### Clock routing, run 1

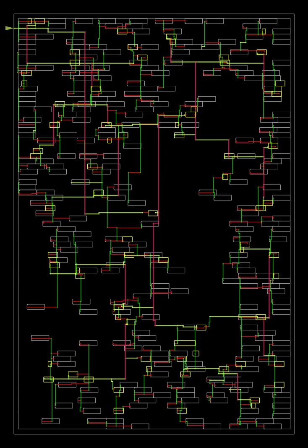
### Cell density map, run 1

Bar = 50 um. 15 x 22 tiles, from dark purple (low) to yellow (high), 0 to 100% covered.
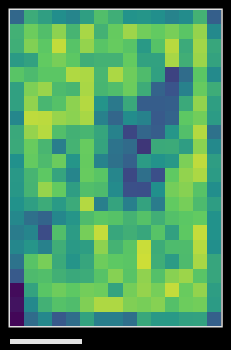
### Signal metal coverage by tile, run 1

15 x 22 tiles, from dark purple (low) to yellow (high), scaled to the fullest tile. Values are wire area over tile area, all layers added.
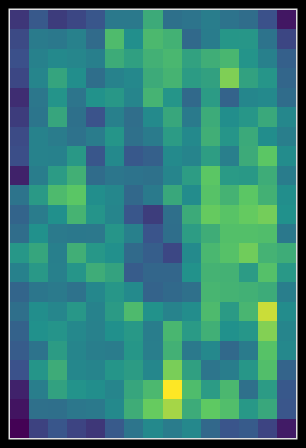
## config.mk

```make
export PLATFORM = sky130hd
export DESIGN_NAME = lia_freq_sweep_ctrl
export DESIGN_NICKNAME = d
export VERILOG_FILES = /design/src/rtl/lia_pkg.sv /design/src/rtl/lia_mag_averager.sv /design/src/rtl/lia_freq_sweep_ctrl.sv
export SDC_FILE = /design/constraint.sdc
export NUM_CORES = 1
export LEC_CHECK = 0
export ABC_AREA = 1
export CAP_MARGIN = 20
export CORE_AREA = 2 2 145 218
export CTS_BUF_LIST = sky130_fd_sc_hd__clkbuf_4 sky130_fd_sc_hd__clkbuf_8
export CTS_CLUSTER_SIZE = 28
export DETAILED_ROUTE_END_ITERATION = 10
export DIE_AREA = 0 0 147 220
export DONT_BUFFER_PORTS = 1
export GPL_TIMING_DRIVEN = 0
export PLACE_DENSITY = 0.8
export REMOVE_ABC_BUFFERS = 1
export SETUP_SLACK_MARGIN = 0.5
export SLEW_MARGIN = 20
export SYNTH_ARGS = -nofsm -noshare
export SYNTH_HDL_FRONTEND = slang
export SYNTH_SLANG_ARGS = --single-unit
```

## constraint.sdc

```tcl
create_clock -name clk -period 6.3 [get_ports clk]
set_input_delay 1.575 -clock clk [delete_from_list [all_inputs] [get_ports clk]]
set_output_delay 1.575 -clock clk [all_outputs]
set_load 0.01 [all_outputs]
```

## src/rtl/lia_pkg.sv

```systemverilog
// Shared definitions for the lock-in amplifier frequency sweep controller.
// Holds the sweep FSM state encoding, the accumulator guard width and a
// helper that turns the averaging exponent into a sample count.
package lia_pkg;

    // Extra accumulator bits so that up to 2^7 samples can be summed
    // without losing the carry.
    localparam int ACC_GUARD = 7;

    typedef enum logic [2:0] {
        IDLE,
        SETTLE,
        ACCUM,
        EVAL,
        DONE
    } sweep_state_t;

    // Number of samples averaged per point for a given exponent (1..128).
    function automatic logic [7:0] avg_count(input logic [2:0] shift);
        return 8'd1 << shift;
    endfunction

endpackage

```

## src/rtl/lia_mag_averager.sv

```systemverilog
// Magnitude averager for one sweep point.
// Sums 2^avg_shift strobed magnitude samples and presents the average.
// Ports:
//   clk, rst_n   - clock, asynchronous active-low reset
//   clear        - discard the running sum and sample count
//   sample       - accept mag_in this cycle (ignored once the set is full)
//   avg_shift    - averaging exponent
//   mag_in       - lock-in magnitude sample
//   avg          - running sum shifted right by avg_shift
//   sum_done     - high once 2^avg_shift samples have been summed
module lia_mag_averager
    import lia_pkg::*;
#(
    parameter int MAG_WIDTH = 24
) (
    input  logic                 clk,
    input  logic                 rst_n,
    input  logic                 clear,
    input  logic                 sample,
    input  logic [2:0]           avg_shift,
    input  logic [MAG_WIDTH-1:0] mag_in,
    output logic [MAG_WIDTH-1:0] avg,
    output logic                 sum_done
);

    localparam int ACC_WIDTH = MAG_WIDTH + ACC_GUARD;

    logic [ACC_WIDTH-1:0] acc;
    logic [7:0]           count;
    logic [ACC_WIDTH-1:0] shifted;

    // Once the set is complete further samples are dropped so the sum
    // cannot be disturbed while the controller moves on to evaluation.
    always_ff @(posedge clk or negedge rst_n) begin
        if (!rst_n) begin
            acc   <= '0;
            count <= '0;
        end else if (clear) begin
            acc   <= '0;
            count <= '0;
        end else if (sample && !sum_done) begin
            acc   <= acc + {{ACC_GUARD{1'b0}}, mag_in};
            count <= count + 8'd1;
        end
    end

    always_comb begin
        sum_done = (count == avg_count(avg_shift));
        shifted  = acc >> avg_shift;
        avg      = shifted[MAG_WIDTH-1:0];
    end

endmodule

```

## src/rtl/lia_freq_sweep_ctrl.sv

```systemverilog
// Lock-in amplifier reference-frequency sweep controller.
// Steps the reference frequency from f_start to f_stop in f_step increments,
// waits settle_samples magnitude strobes after each change, averages
// 2^avg_shift magnitudes, and tracks the frequency with the largest average.
// After the sweep the reference is parked on the peak frequency.
// Ports:
//   clk, rst_n                - clock, asynchronous active-low reset
//   start, abort              - sweep request pulse, cancel request
//   f_start, f_stop, f_step   - sweep range and increment (Hz)
//   settle_samples, avg_shift - settle discard count, averaging exponent
//   mag_in, mag_valid         - lock-in magnitude and strobe
//   ref_frequency             - frequency driven to the tuning logic
//   busy, done, error         - sweep running, completion pulse, bad-config pulse
//   peak_freq, peak_mag       - best point found so far
//   point_index               - index of the point being measured (saturating)
module lia_freq_sweep_ctrl
    import lia_pkg::*;
#(
    parameter int FREQ_WIDTH   = 32,
    parameter int MAG_WIDTH    = 24,
    parameter int SETTLE_WIDTH = 16
) (
    input  logic                    clk,
    input  logic                    rst_n,
    input  logic                    start,
    input  logic                    abort,
    input  logic [FREQ_WIDTH-1:0]   f_start,
    input  logic [FREQ_WIDTH-1:0]   f_stop,
    input  logic [FREQ_WIDTH-1:0]   f_step,
    input  logic [SETTLE_WIDTH-1:0] settle_samples,
    input  logic [2:0]              avg_shift,
    input  logic [MAG_WIDTH-1:0]    mag_in,
    input  logic                    mag_valid,
    output logic [FREQ_WIDTH-1:0]   ref_frequency,
    output logic                    busy,
    output logic                    done,
    output logic                    error,
    output logic [FREQ_WIDTH-1:0]   peak_freq,
    output logic [MAG_WIDTH-1:0]    peak_mag,
    output logic [15:0]             point_index
);

    sweep_state_t state, next_state;

    logic [FREQ_WIDTH-1:0]   cfg_stop;
    logic [FREQ_WIDTH-1:0]   cfg_step;
    logic [SETTLE_WIDTH-1:0] cfg_settle;
    logic [2:0]              cfg_shift;
    logic [SETTLE_WIDTH-1:0] settle_cnt;

    logic                    cfg_valid;
    logic                    start_ok;
    logic                    start_bad;
    logic [FREQ_WIDTH:0]     next_freq;
    logic                    sweep_end;
    logic                    new_peak;
    logic                    settle_done;
    logic                    avg_clear;
    logic                    avg_sample;
    logic [MAG_WIDTH-1:0]    avg;
    logic                    sum_done;

    lia_mag_averager #(
        .MAG_WIDTH (MAG_WIDTH)
    ) u_averager (
        .clk       (clk),
        .rst_n     (rst_n),
        .clear     (avg_clear),
        .sample    (avg_sample),
        .avg_shift (cfg_shift),
        .mag_in    (mag_in),
        .avg       (avg),
        .sum_done  (sum_done)
    );

    // State register.
    always_ff @(posedge clk or negedge rst_n) begin
        if (!rst_n) begin
            state <= IDLE;
        end else begin
            state <= next_state;
        end
    end

    // Next-state logic; abort overrides every transition outside IDLE.
    always_comb begin
        next_state = state;
        case (state)
            IDLE:    if (start_ok) next_state = SETTLE;
            SETTLE:  if (settle_done) next_state = ACCUM;
            ACCUM:   if (sum_done) next_state = EVAL;
            EVAL:    next_state = sweep_end ? DONE : SETTLE;
            DONE:    next_state = IDLE;
            default: next_state = IDLE;
        endcase
        if (abort && state != IDLE) begin
            next_state = IDLE;
        end
    end

    // Decode of the current state and the datapath decisions it needs.
    // The next frequency is formed one bit wider so a wrap past the top of
    // the frequency range is caught as an end-of-sweep condition.
    always_comb begin
        cfg_valid   = (f_step != '0) && (f_start <= f_stop);
        start_ok    = (state == IDLE) && start && !abort && cfg_valid;
        start_bad   = (state == IDLE) && start && !abort && !cfg_valid;
        next_freq   = {1'b0, ref_frequency} + {1'b0, cfg_step};
        sweep_end   = next_freq[FREQ_WIDTH] || (next_freq[FREQ_WIDTH-1:0] > cfg_stop);
        new_peak    = (avg > peak_mag);
        settle_done = (settle_cnt == cfg_settle);
        avg_clear   = start_ok || (state == EVAL);
        avg_sample  = (state == ACCUM) && mag_valid;
    end

    // Sweep datapath: configuration capture, frequency stepping, peak
    // tracking and status flags.
    always_ff @(posedge clk or negedge rst_n) begin
        if (!rst_n) begin
            cfg_stop      <= '0;
            cfg_step      <= '0;
            cfg_settle    <= '0;
            cfg_shift     <= '0;
            settle_cnt    <= '0;
            ref_frequency <= '0;
            peak_freq     <= '0;
            peak_mag      <= '0;
            point_index   <= '0;
            busy          <= 1'b0;
            done          <= 1'b0;
            error         <= 1'b0;
        end else begin
            done  <= 1'b0;
            error <= start_bad;
            if (abort && state != IDLE) begin
                busy <= 1'b0;
            end else begin
                case (state)
                    IDLE: begin
                        if (start_ok) begin
                            cfg_stop      <= f_stop;
                            cfg_step      <= f_step;
                            cfg_settle    <= settle_samples;
                            cfg_shift     <= avg_shift;
                            settle_cnt    <= '0;
                            ref_frequency <= f_start;
                            peak_freq     <= f_start;
                            peak_mag      <= '0;
                            point_index   <= '0;
                            busy          <= 1'b1;
                        end
                    end
                    SETTLE: begin
                        if (mag_valid && !settle_done) begin
                            settle_cnt <= settle_cnt + 1'b1;
                        end
                    end
                    EVAL: begin
                        if (new_peak) begin
                            peak_mag  <= avg;
                            peak_freq <= ref_frequency;
                        end
                        if (!sweep_end) begin
                            ref_frequency <= next_freq[FREQ_WIDTH-1:0];
                            settle_cnt    <= '0;
                            if (point_index != 16'hFFFF) begin
                                point_index <= point_index + 16'd1;
                            end
                        end
                    end
                    DONE: begin
                        ref_frequency <= peak_freq;
                        done          <= 1'b1;
                        busy          <= 1'b0;
                    end
                    default: ;
                endcase
            end
        end
    end

endmodule

```

==> flow_summary.yaml, run 1 <==
# synthesis and place-and-route metrics
layout:
  lay_top_count: "nand2_1"
  layout.area.top_class: "logic gates"
  nets: 3178
  final_util: 0.675
  flop-count: 248
  comb_area_share: 0.548
  logic_gates: 2192
  fin_area_um2: 20700
  clkCellAreaFrac: 0.0437
  seq_share: 0.300
  antenna_cells: 0
  layout_top_cells: "1045 x nand2_1, 386 x inv_1, 247 x dfrtp_1, 200 x o21ai_0, 182 x nor2_1"
  inv_count: 392
  areaGrowthSynthToFinish_pct: 6.00
synthesis:
  top_logic_kind: "simple AND/OR/NAND/NOR gates"
  yosysUniqueCellTypes: 53
  edf_count: 0
  common_cells: "1047 x nand2_1, 386 x inv_1, 248 x dfrtp_1"
  top_cell_area_share: 0.318
  synth-simple-area-share: 0.353
  top_area_cell: "dfrtp_1"
  ys_sh_aoi: 0.104
  async_flop_share: 1.00
  synth_area_um2: 19500
  synthMuxAreaShare: 0.000513
  area_leaders: "dfrtp_1 32%, nand2_1 20%, ha_1 9.4%"
  synth_adder_area_share: 0.0964
drt:
  dr_wl_met2_um: 31200
  drc_errors: 0
  highest_layer: "met4"
  postRouteAntennaNets: 0
  drtIter0Drc: 1318
pwr:
  p_comb_frac: 0.584
  power.internal_mw: 5.08
  p_comb_mw: 6.25
  seq_power_share: 0.269
  p_clk_frac: 0.147
  switchingPower_mw: 5.63
  pg_clk_mw: 1.58
grt:
  grtUsageMet2: 0.683
  antenna_found_initial: 0
  grt_pass1_wl_um: 96500
  grtUsageMet3: 0.0636
  overflow: 0
  grt_use_met1: 0.400
  grt_busiest_layer: "met2"
  grt_pass1_vias: 18947
  grt_max_degree: 249
clock_tree:
  cts_buffer_depth: 3
  cts_setup_buffers: 0
  cts_buffers: 41
  clock_latency_ps: 590
  cts-resized-gates: 3
  cts_tree: "yes"
setup_path:
  endpoint_kind: "flop"
  critical_path.top_delay_family: "simple AND/OR/NAND/NOR gates"
  crit_slowest_cell: "nor4_2"
  path_cells: "ha_1, inv_1, fa_1, inv_1, nand3_1, nand3_1, nand3_1, nand3_1, nand3_1, nand2_1, nand2_1, and2_1, ha_1, nand2_1, nor2_1, nand2_1, nor4_2, nand4_1, nand2_1, nand2_1, nand2_8, nand3_4, nand2_1, nand2_1"
  start_kind: "flop"
  crit_fanout: 69
  reg2reg_slack_ps: 820
  crit_type: "flop to flop"
floorplanning:
  die_width_um: 147
  die_area_um2: 32300
  rows: 79
  taps: 405
place:
  port_buffers: 0
timing:
  max_slew_margin: 0.270
  fin_setup_tns_ps: 0
min_path:
  worstHoldEndpoint: "cfg_stop[29]"
  hold_path_depth: 2
  min_path_type: "flop to flop"
job:
  log.warning_count: 27
  cap_viol_max_count: 0
status:
  status: "completed"
Back to the opening pictures, 'Clock routing':
Sink Count: 248
Layout Skew: 31.1 ps

Back to the opening pictures, 'Cell density map':
fullest tile: 93%
tiles over 75% full: 28%
nearly empty tiles: 0.30%
mean over tiles: 62%

Back to the opening pictures, 'Signal metal coverage by tile':
nearly empty tiles: 0.30%
mean over tiles: 0.33
tiles over half the peak: 43%
fullest tile: 0.69
DR WL/cell: 18.6 um
total number of vias: 19413
Overall Global Routing Usage: 0.376
routed wire length: 61900 um

run 1: metrics by stage:
step	worst slack (ps)	hold slack [ps]	power, mW
3_5_place_dp	-277	473	8.96
3_3_place_gp	-2820	470	8.65
4_1_cts	698	489	10.6
6_report	817	487	10.7
2_1_floorplan	649	453	6.98
5_1_grt	513	522	11.6
run 1: worst max-delay path by stage:
stage | slack (ps) | endpoint | startpoint
2_1_floorplan | 650 | peak_freq[0] | f_stop[31]
3_3_place_gp | -2820 | peak_mag[15] | state[2]
3_5_place_dp | -280 | ref_frequency[17] | ref_frequency[0]
4_1_cts | 700 | ref_frequency[17] | ref_frequency[0]
5_1_grt | 510 | settle_cnt[12] | ref_frequency[0]
6_report | 820 | ref_frequency[17] | ref_frequency[0]
### Routed metal, one colour a layer, run 1

Only two layers are drawn.
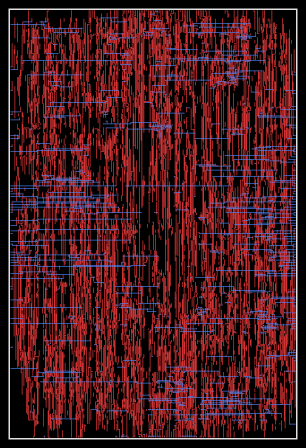

==> inputs of run 2 (changes only) <==
CORE_AREA = 2 2 149 224   (was 2 2 145 218)
DIE_AREA = 0 0 151 226   (was 0 0 147 220)
PLACE_DENSITY = 0.79   (was 0.8)
clock period = 4.8 ns   (was 6.3 ns; I/O delays follow)
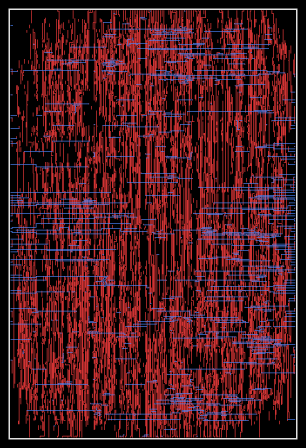
*Routed metal, one colour a layer, run 2*
Only two layers are drawn.
| layer | colour | wire length |
|---|---|---|
| M2 | red | 32.8 mm |
| M3 | blue | 5010 um |
total number of vias: 19727
DR WL/cell: 19.6 um
Overall Global Routing Usage: 0.374
routed wire length: 66000 um

==> flow_summary.yaml, run 2 <==
# synthesis and place-and-route metrics
grt:
  grt_pass1_vias: 19124
  antenna_found_initial: 1
  grt_max_degree: 249
  grt_pass1_wl_um: 99400
  overflow: 0
synthesis:
  common_cells: "1047 x nand2_1, 386 x inv_1, 248 x dfrtp_1"
  area_leaders: "dfrtp_1 32%, nand2_1 20%, ha_1 9.4%"
  synth_area_um2: 19500
  edf_count: 0
  yosysUniqueCellTypes: 53
  top_cell_area_share: 0.318
  top_area_cell: "dfrtp_1"
layout:
  logic_gates: 2199
  fin_area_um2: 21600
  lay_top_count: "nand2_1"
  areaGrowthSynthToFinish_pct: 10.5
  seq_share: 0.289
  nets: 3211
  flop-count: 248
  inv_count: 394
  antenna_cells: 1
  comb_area_share: 0.556
  layout_top_cells: "1023 x nand2_1, 385 x inv_1, 231 x dfrtp_1, 198 x o21ai_0, 171 x nor2_1"
  final_util: 0.669
setup_path:
  critical_path.top_delay_family: "simple AND/OR/NAND/NOR gates"
  cp-endpoint: "ref_frequency[30]"
  crit_type: "flop to flop"
  reg2reg_slack_ps: 690
  cp.arrival_ps: 4590
  crit_slowest_cell: "dfrtp_2"
  start_kind: "flop"
  endpoint_kind: "flop"
timing:
  holdWs_ps: 292
  fin_setup_tns_ps: 0
  fin_ws_ps: 690
  finClkSkew_ps: 21.2
floorplanning:
  taps: 415
  die_width_um: 151
  die_area_um2: 34100
  rows: 81
clock_tree:
  cts_buffer_depth: 3
  cts_buffers: 42
  clock_latency_ps: 610
  cts_tree: "yes"
pwr:
  p_total_mw: 15.2
  p_clk_frac: 0.131
  seq_power_share: 0.256
  switchingPower_mw: 7.97
  p_comb_mw: 9.29
  power.internal_mw: 7.19
min_path:
  min_path_type: "primary input to async pin"
job:
  cap_viol_max_count: 0
  log.warning_count: 28
status:
  status: "completed"
drt:
  drc_errors: 0
  drtIter0Drc: 1212
place:
  port_buffers: 0
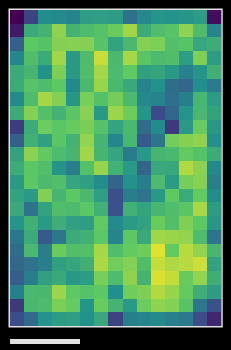
*Cell density map, run 2*
Bar = 50 um. 15 x 23 tiles, from dark purple (low) to yellow (high), 0 to 100% covered.
mean over tiles: 62%
nearly empty tiles: 0.30%
fullest tile: 96%
tiles over 75% full: 25%

run 2: repair_timing:
item                       in CTS  in global routing
hold buffers                    0                  0
gates resized                  45                 77
gates cloned                    7                  3
buffers inserted               15                  7
pin swaps                      10                 12
setup endpoints to repair     122                122
run 2: kinds of logic after synthesis:
group | Yosys count | synth area share
adders and majority gates | 149 | 0.0964
xor gates and xnor gates | 54 | 0.0243
buffers and inverters | 499 | 0.104
muxes | 1 | 0.000513
and+or+nand+nor | 1611 | 0.353
DFF | 248 | 0.318
AOI/OAI and AO/OA | 376 | 0.104
run 2: metal layers:
metal  global-route usage  wire, um  share of wire  up-vias
li1                     -         -              -     9384
met1                0.406     23300           0.35     9130
met2                0.658     32800           0.50      924
met3               0.0715      5010          0.076      289
met4                0.244      4810          0.073        0
met5                    0         0              0        -
Power and IR drop assume default switching activity.
